[src/rtl/mem_bus_pkg.sv]
// Shared encodings and lane helpers for the memory bus controller.
package mem_bus_pkg;

   typedef enum logic [1:0] {
      SZ_BYTE = 2'b00,
      SZ_HALF = 2'b01,
      SZ_WORD = 2'b10,
      SZ_RSVD = 2'b11
   } size_e;

   typedef enum logic [1:0] {
      IDLE = 2'b00,
      REQ  = 2'b01,
      DONE = 2'b10
   } state_e;

   // Byte enables for one access; bit 3 is the most significant (big-endian lane 0).
   function automatic logic [3:0] be_gen(input size_e sz, input logic [1:0] a);
      logic [3:0] be;
      be = 4'b0000;
      case (sz)
         SZ_BYTE: be = 4'b1000 >> a;
         SZ_HALF: be = (a[1] == 1'b0) ? 4'b1100 : 4'b0011;
         SZ_WORD: be = 4'b1111;
         default: be = 4'b0000;
      endcase
      return be;
   endfunction

   // True when the access size is legal at this byte offset.
   function automatic logic is_aligned(input size_e sz, input logic [1:0] a);
      logic ok;
      ok = 1'b0;
      case (sz)
         SZ_BYTE: ok = 1'b1;
         SZ_HALF: ok = (a[0] == 1'b0);
         SZ_WORD: ok = (a == 2'b00);
         default: ok = 1'b0;
      endcase
      return ok;
   endfunction

endpackage

[src/rtl/mem_bus_ctrl_if.sv]
// RAM-side request/acknowledge bus of the memory controller.
interface mem_bus_ctrl_if #(
   parameter int ADDR_W = 9
);
   logic              mem_req;
   logic              mem_we;
   logic [ADDR_W-3:0] mem_addr;
   logic [3:0]        mem_be;
   logic [31:0]       mem_wdata;
   logic [31:0]       mem_rdata;
   logic              mem_ack;

   modport master (
      output mem_req, mem_we, mem_addr, mem_be, mem_wdata,
      input  mem_rdata, mem_ack
   );

   modport slave (
      input  mem_req, mem_we, mem_addr, mem_be, mem_wdata,
      output mem_rdata, mem_ack
   );
endinterface

[src/rtl/mem_lane_unit.sv]
// Combinational lane logic: byte enables, write-data replication and
// read-lane extraction with sign or zero extension.
module mem_lane_unit
   import mem_bus_pkg::*;
(
   input  size_e       sz,
   input  logic [1:0]  lane,
   input  logic        sgn,
   input  logic [31:0] wdata,
   input  logic [31:0] mem_rdata,
   output logic [3:0]  be,
   output logic [31:0] wdata_rep,
   output logic [31:0] rdata_ext
);
   logic [7:0]  lane8;
   logic [15:0] lane16;

   // Byte enables and replicated store data for the access size.
   always_comb begin
      be        = be_gen(sz, lane);
      wdata_rep = 32'h0000_0000;
      case (sz)
         SZ_BYTE: wdata_rep = {4{wdata[7:0]}};
         SZ_HALF: wdata_rep = {2{wdata[15:0]}};
         SZ_WORD: wdata_rep = wdata;
         default: wdata_rep = 32'h0000_0000;
      endcase
   end

   // Select the addressed lane of the RAM word and extend it to 32 bits.
   always_comb begin
      lane8     = 8'h00;
      lane16    = 16'h0000;
      rdata_ext = 32'h0000_0000;
      case (lane)
         2'b00:   lane8 = mem_rdata[31:24];
         2'b01:   lane8 = mem_rdata[23:16];
         2'b10:   lane8 = mem_rdata[15:8];
         default: lane8 = mem_rdata[7:0];
      endcase
      if (lane[1] == 1'b0) begin
         lane16 = mem_rdata[31:16];
      end else begin
         lane16 = mem_rdata[15:0];
      end
      case (sz)
         SZ_BYTE: rdata_ext = {{24{sgn & lane8[7]}}, lane8};
         SZ_HALF: rdata_ext = {{16{sgn & lane16[15]}}, lane16};
         SZ_WORD: rdata_ext = mem_rdata;
         default: rdata_ext = 32'h0000_0000;
      endcase
   end
endmodule

[src/rtl/mem_bus_ctrl.sv]
// Memory-access controller: latches a CPU request, checks alignment, runs the
// req/ack handshake with the word RAM (with timeout) and returns MOC plus status.
// All outputs are flops, so each lags the state that produces it by one cycle.
module mem_bus_ctrl
   import mem_bus_pkg::*;
#(
   parameter int ADDR_W  = 9,
   parameter int TIMEOUT = 15
) (
   input  logic           Clk,
   input  logic           clr,
   input  logic           MOV,
   input  logic           R_W,
   input  logic [1:0]     op_type,
   input  logic           sgn,
   input  logic [31:0]    addr,
   input  logic [31:0]    wdata,
   output logic [31:0]    rdata,
   output logic           MOC,
   output logic           align_err,
   output logic           bus_err,
   mem_bus_ctrl_if.master mbus
);
   localparam logic [7:0] TMO_C = 8'(TIMEOUT);

   state_e            state_q, state_d;
   logic              we_q, we_d;
   size_e             sz_q, sz_d;
   logic              sgn_q, sgn_d;
   logic [ADDR_W-1:0] addr_q, addr_d;
   logic [31:0]       wdata_q, wdata_d;
   logic [7:0]        cnt_q, cnt_d;
   logic              aerr_q, aerr_d;
   logic              berr_q, berr_d;

   logic              mem_req_q, mem_req_d;
   logic              mem_we_q, mem_we_d;
   logic [ADDR_W-3:0] mem_addr_q, mem_addr_d;
   logic [3:0]        mem_be_q, mem_be_d;
   logic [31:0]       mem_wdata_q, mem_wdata_d;
   logic [31:0]       rdata_q, rdata_d;
   logic              moc_q, moc_d;
   logic              align_err_q, align_err_d;
   logic              bus_err_q, bus_err_d;

   logic              start_s, aligned_s, ack_s, tmo_s;
   logic              stay_req_s, finish_s;
   logic [3:0]        be_s;
   logic [31:0]       wrep_s, rext_s;
   logic              addr_unused;

   // Only the low ADDR_W address bits reach the RAM.
   assign addr_unused = ^addr[31:ADDR_W];

   assign aligned_s  = is_aligned(size_e'(op_type), addr[1:0]);
   assign start_s    = (state_q == IDLE) && MOV;
   // An ack only counts once the request is actually visible to the RAM.
   assign ack_s      = (state_q == REQ) && mem_req_q && mbus.mem_ack;
   assign tmo_s      = (state_q == REQ) && !ack_s && (cnt_q == TMO_C);
   assign stay_req_s = (state_q == REQ) && (state_d == REQ);
   assign finish_s   = (state_q == DONE) && (state_d == IDLE);

   mem_lane_unit u_lane (
      .sz        (sz_q),
      .lane      (addr_q[1:0]),
      .sgn       (sgn_q),
      .wdata     (wdata_q),
      .mem_rdata (mbus.mem_rdata),
      .be        (be_s),
      .wdata_rep (wrep_s),
      .rdata_ext (rext_s)
   );

   // State register.
   always_ff @(posedge Clk or negedge clr) begin
      if (!clr) begin
         state_q <= IDLE;
      end else begin
         state_q <= state_d;
      end
   end

   // Next-state logic: accept from IDLE, finish REQ on ack or timeout, leave DONE on MOV low.
   always_comb begin
      state_d = state_q;
      case (state_q)
         IDLE: begin
            if (!MOV) begin
               state_d = IDLE;
            end else if (aligned_s) begin
               state_d = REQ;
            end else begin
               state_d = DONE;
            end
         end
         REQ: begin
            if (ack_s || tmo_s) begin
               state_d = DONE;
            end else begin
               state_d = REQ;
            end
         end
         DONE: begin
            if (!MOV) begin
               state_d = IDLE;
            end else begin
               state_d = DONE;
            end
         end
         default: state_d = IDLE;
      endcase
   end

   // Output and datapath next values: request latch, counter, flags and bus drive.
   always_comb begin
      if (start_s) begin
         we_d    = ~R_W;
         sz_d    = size_e'(op_type);
         sgn_d   = sgn;
         addr_d  = addr[ADDR_W-1:0];
         wdata_d = wdata;
      end else begin
         we_d    = we_q;
         sz_d    = sz_q;
         sgn_d   = sgn_q;
         addr_d  = addr_q;
         wdata_d = wdata_q;
      end

      if (stay_req_s) begin
         cnt_d = cnt_q + 8'd1;
      end else if (finish_s) begin
         cnt_d = 8'd0;
      end else begin
         cnt_d = cnt_q;
      end

      if (start_s) begin
         aerr_d = ~aligned_s;
      end else if (finish_s) begin
         aerr_d = 1'b0;
      end else begin
         aerr_d = aerr_q;
      end

      if (tmo_s) begin
         berr_d = 1'b1;
      end else if (start_s || finish_s) begin
         berr_d = 1'b0;
      end else begin
         berr_d = berr_q;
      end

      // Request fields are driven only while the request stays open, so they are stable.
      if (stay_req_s) begin
         mem_req_d   = 1'b1;
         mem_we_d    = we_q;
         mem_addr_d  = addr_q[ADDR_W-1:2];
         mem_be_d    = be_s;
         mem_wdata_d = wrep_s;
      end else begin
         mem_req_d   = 1'b0;
         mem_we_d    = 1'b0;
         mem_addr_d  = {(ADDR_W-2){1'b0}};
         mem_be_d    = 4'b0000;
         mem_wdata_d = 32'h0000_0000;
      end

      if (ack_s && !we_q) begin
         rdata_d = rext_s;
      end else begin
         rdata_d = rdata_q;
      end

      // MOC rises at least once per DONE visit, then drops on the first MOV-low sample.
      if ((state_q == DONE) && (MOV || !moc_q)) begin
         moc_d = 1'b1;
      end else begin
         moc_d = 1'b0;
      end

      align_err_d = moc_d & aerr_q;
      bus_err_d   = moc_d & berr_q;
   end

   // Datapath and output registers.
   always_ff @(posedge Clk or negedge clr) begin
      if (!clr) begin
         we_q        <= 1'b0;
         sz_q        <= SZ_BYTE;
         sgn_q       <= 1'b0;
         addr_q      <= {ADDR_W{1'b0}};
         wdata_q     <= 32'h0000_0000;
         cnt_q       <= 8'd0;
         aerr_q      <= 1'b0;
         berr_q      <= 1'b0;
         mem_req_q   <= 1'b0;
         mem_we_q    <= 1'b0;
         mem_addr_q  <= {(ADDR_W-2){1'b0}};
         mem_be_q    <= 4'b0000;
         mem_wdata_q <= 32'h0000_0000;
         rdata_q     <= 32'h0000_0000;
         moc_q       <= 1'b0;
         align_err_q <= 1'b0;
         bus_err_q   <= 1'b0;
      end else begin
         we_q        <= we_d;
         sz_q        <= sz_d;
         sgn_q       <= sgn_d;
         addr_q      <= addr_d;
         wdata_q     <= wdata_d;
         cnt_q       <= cnt_d;
         aerr_q      <= aerr_d;
         berr_q      <= berr_d;
         mem_req_q   <= mem_req_d;
         mem_we_q    <= mem_we_d;
         mem_addr_q  <= mem_addr_d;
         mem_be_q    <= mem_be_d;
         mem_wdata_q <= mem_wdata_d;
         rdata_q     <= rdata_d;
         moc_q       <= moc_d;
         align_err_q <= align_err_d;
         bus_err_q   <= bus_err_d;
      end
   end

   assign mbus.mem_req   = mem_req_q;
   assign mbus.mem_we    = mem_we_q;
   assign mbus.mem_addr  = mem_addr_q;
   assign mbus.mem_be    = mem_be_q;
   assign mbus.mem_wdata = mem_wdata_q;
   assign rdata          = rdata_q;
   assign MOC            = moc_q;
   assign align_err      = align_err_q;
   assign bus_err        = bus_err_q;
endmodule

[src/flat_wrapper.sv]
// flat-port wrapper written by rule: the top's interface ports become plain ports
module mem_bus_ctrl_flat import mem_bus_pkg::*;
#(
   parameter int ADDR_W  = 9,
   parameter int TIMEOUT = 15
)
  (Clk, clr, MOV, R_W, op_type, sgn, addr, wdata, rdata, MOC, align_err, bus_err, mbus_mem_req, mbus_mem_we, mbus_mem_addr, mbus_mem_be, mbus_mem_wdata, mbus_mem_rdata, mbus_mem_ack);
  mem_bus_ctrl_if #(.ADDR_W(ADDR_W)) mbus_i ();
  input  logic Clk;
  input  logic clr;
  input  logic MOV;
  input  logic R_W;
  input  logic [1:0] op_type;
  input  logic sgn;
  input  logic [31:0] addr;
  input  logic [31:0] wdata;
  output logic [31:0] rdata;
  output logic MOC;
  output logic align_err;
  output logic bus_err;
  output wire logic [$bits(mbus_i.mem_req)-1:0] mbus_mem_req;
  output wire logic [$bits(mbus_i.mem_we)-1:0] mbus_mem_we;
  output wire logic [$bits(mbus_i.mem_addr)-1:0] mbus_mem_addr;
  output wire logic [$bits(mbus_i.mem_be)-1:0] mbus_mem_be;
  output wire logic [$bits(mbus_i.mem_wdata)-1:0] mbus_mem_wdata;
  input wire logic [$bits(mbus_i.mem_rdata)-1:0] mbus_mem_rdata;
  input wire logic [$bits(mbus_i.mem_ack)-1:0] mbus_mem_ack;
  assign mbus_mem_req = mbus_i.mem_req;
  assign mbus_mem_we = mbus_i.mem_we;
  assign mbus_mem_addr = mbus_i.mem_addr;
  assign mbus_mem_be = mbus_i.mem_be;
  assign mbus_mem_wdata = mbus_i.mem_wdata;
  assign mbus_i.mem_rdata = mbus_mem_rdata;
  assign mbus_i.mem_ack = mbus_mem_ack;
  mem_bus_ctrl #(.ADDR_W(ADDR_W), .TIMEOUT(TIMEOUT)) u_core (.Clk(Clk), .clr(clr), .MOV(MOV), .R_W(R_W), .op_type(op_type), .sgn(sgn), .addr(addr), .wdata(wdata), .rdata(rdata), .MOC(MOC), .align_err(align_err), .bus_err(bus_err), .mbus(mbus_i));
endmodule
[config.mk]
export PLATFORM = sky130hd
export DESIGN_NAME = mem_bus_ctrl_flat
export DESIGN_NICKNAME = d
export VERILOG_FILES = /design/src/rtl/mem_bus_pkg.sv /design/src/rtl/mem_bus_ctrl_if.sv /design/src/rtl/mem_lane_unit.sv /design/src/rtl/mem_bus_ctrl.sv /design/src/flat_wrapper.sv
export SDC_FILE = /design/constraint.sdc
export NUM_CORES = 1
export LEC_CHECK = 0
export CORE_MARGIN = 4
export CORE_UTILIZATION = 47
export CTS_CLUSTER_SIZE = 40
export DETAILED_ROUTE_END_ITERATION = 16
export PLACE_DENSITY = 0.81
export REMOVE_ABC_BUFFERS = 1
export SYNTH_ARGS = -nofsm -noshare
export SYNTH_HDL_FRONTEND = slang
export SYNTH_SLANG_ARGS = --single-unit
export TNS_END_PERCENT = 20
[constraint.sdc]
create_clock -name Clk -period 2.37 [get_ports Clk]
set_input_delay 0.474 -clock Clk [delete_from_list [all_inputs] [get_ports Clk]]
set_output_delay 0.474 -clock Clk [all_outputs]
set_load 0.02 [all_outputs]
==> out/results.ini <==
[worst_setup_path]
critPathArrivalTime_ps = 2370
endpoint_kind = register
path_cells = nor3_1, a222oi_1, o21ai_0
startpoint_type = register
path_buffers = 0

[die]
die_w_um = 119
io_pins = 184
fp-utilization_pct = 48.2

[grt]
antenna_found_initial = 0
grt_usage_pct = 23.7
grt_pass1_wl_um = 26700

[finish]
area_growth_pct = 41.5
drive_above_1_share_pct = 10.9
diodes = 0

[synth]
ys_types = 47
numSynthFlops = 137
synth_area_per_cell_um2 = 9.83
yosys-top-cells-count = 189 x nand2_1, 137 x dfrtp_1, 40 x nand3_1, 28 x a21oi_1, 23 x clkbuf_1
async_reset_ff_share_pct = 100
top_cells_by_area = dfrtp_1 59%, nand2_1 12%, nand3_1 3.4%
yosysSeqAreaShare_pct = 59.0
ys_cells = 591

[routing]
wl_per_cell_um = 17.7
viasPerCell = 5.42

[outcome]
status = finished clean

[worst_hold_path]
hp-class = input pin to asynchronous set/reset pin

[sta]
timing.final.crit_period_ps = 2050
setup_viol = 0

[pwr]
vdd_drop_max_mv = 0.620
p_leak_uw = 0.00384
finalPower_uw = 10500
p_per_area_nw_per_um2 = 1270

[clock_network]
clk_pin_slew_worst_paths_ps = 60
cts.sinks = 137

[run]
warnings = 48

## report_power, final
group	switching (uW)	internal, uW	leakage, uW
registers	586	3170	0.00180
logic	2320	1850	0.00177
clock network	1060	1500	0.000273
## logic make-up (layout without fill, tap and decap cells)
kind of cell,Yosys count,in the layout,share of synthesized area (%)
compound gates,79,79,9.73
flops,137,137,59.0
simple gates,314,314,24.1
mux,19,19,3.66
buf+inv,41,213,3.25
fa+ha+maj,1,1,0.215
## path summary, 6_finish.rpt
path	depth (start not counted)	from	slack, ps	to
worst max-delay path	3	u_core.sz_q[1]$_DFFE_PN0P_	320	u_core.rdata[4]$_DFFE_PN0P_
worst min-delay path	1	clr	70	u_core.cnt_q[6]$_DFFE_PN0P_
worst max register to register	3	u_core.sz_q[1]$_DFFE_PN0P_	320	u_core.rdata[4]$_DFFE_PN0P_
worst min register to register	2	u_core.sgn_q$_DFFE_PN0P_	470	u_core.sgn_q$_DFFE_PN0P_
max in group asynchronous	2	clr	1610	u_core.mbus.mem_wdata[3]$_DFF_PN0_
min in group Clk	2	u_core.sgn_q$_DFFE_PN0P_	470	u_core.sgn_q$_DFFE_PN0P_
## registers in the layout (all words and copies together) (netlist names), 2 cells and up
name and count:
u_core.addr_q 9, u_core.cnt_q 8, u_core.mbus.mem_addr 7, u_core.mbus.mem_be 4, u_core.mbus.mem_wdata 32, u_core.rdata 32, u_core.state_q 2, u_core.sz_q 2
u_core.wdata_q 32
## final cells by class
| class | instances | area [um^2] | share of cell area, % |
|---|---|---|---|
| repair buffers | 179 | 1780 | 21.7 |
| clock inverters | 14 | 138 | 1.67 |
| multi-input cells | 413 | 2220 | 27.0 |
| inverters | 2 | 7.51 | 0.0913 |
| clock buffers | 18 | 439 | 5.34 |
| flip-flops and latches | 137 | 3430 | 41.7 |
| well taps | 168 | 210 | 2.56 |
## cells in the final DEF (no fill, tap or decap), types with 2 or more instances in the layout
master / count
o21a_1: 3
inv_6: 6
nand3b_1: 2
o21ai_0: 11
clkbuf_16: 17
a21oi_1: 28
a221oi_2: 7
and3_1: 13
buf_12: 3
nand4_1: 2
nor2b_4: 2
a211o_1: 3
dfrtp_1: 137
clkdlybuf4s50_1: 159
nor3_1: 5
a222oi_1: 7
or2_2: 9
nor2_1: 16
buf_4: 16
nor2b_1: 15
nand2b_1: 3
nand2_1: 189
mux2i_1: 10
o21ai_1: 8
nand3_1: 40
clkinvlp_4: 4
and2_1: 11
mux2_2: 8
## layer usage
layer,up-vias,global-route usage (%),part of all wire (%)
li1,2315,-,-
met1,2481,30.5,42
met2,221,39.5,50
met3,26,5.56,6.9
met4,0,8.33,1.5
met5,-,0,0
## through the flow
stage	hold slack, ps	setup TNS (ps)	setup slack [ps]	std cells	area, um^2
after CTS	101	0	375	931	8220
after global placement	449	0	86.1	899	7640
after detailed placement	454	-25.8	-25.8	899	7640
after global routing	133	0	263	931	8220
final	73.6	0	315	931	8220
after floorplan	178	-43590	-1030	552	5630
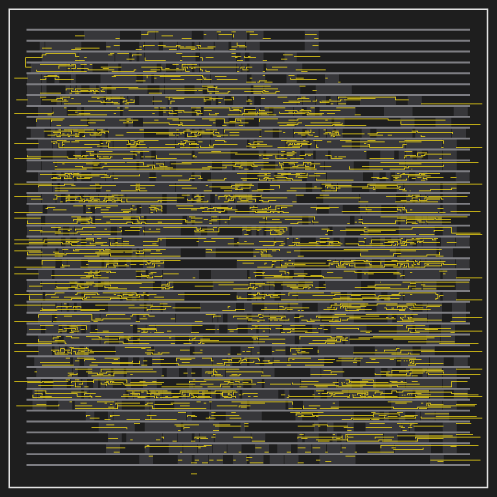
m1.png
(4 px per um) Supply wires on this layer in grey. Cells faint in the background.
The layer carries 6890 um of wire. The layer holds 42% of the routed length. The wires run mostly horizontal. The longest straight run is 40.8 um.

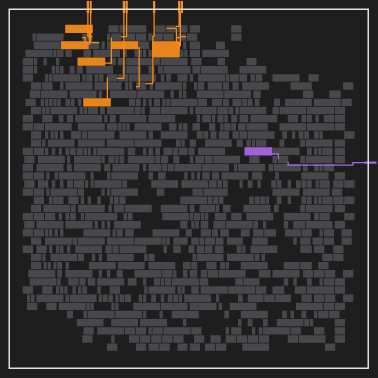
port_trees.png
(3 px per um)
Purple stands for mbus_mem_we, bits 1, direction output, edge right, end cells 1, buffers 1, wire 32.0 um. Orange stands for mbus_mem_addr, bits 7, direction output, edge top, end cells 7, buffers 7, wire 161 um.

Power is estimated from default activity; no workload was simulated.
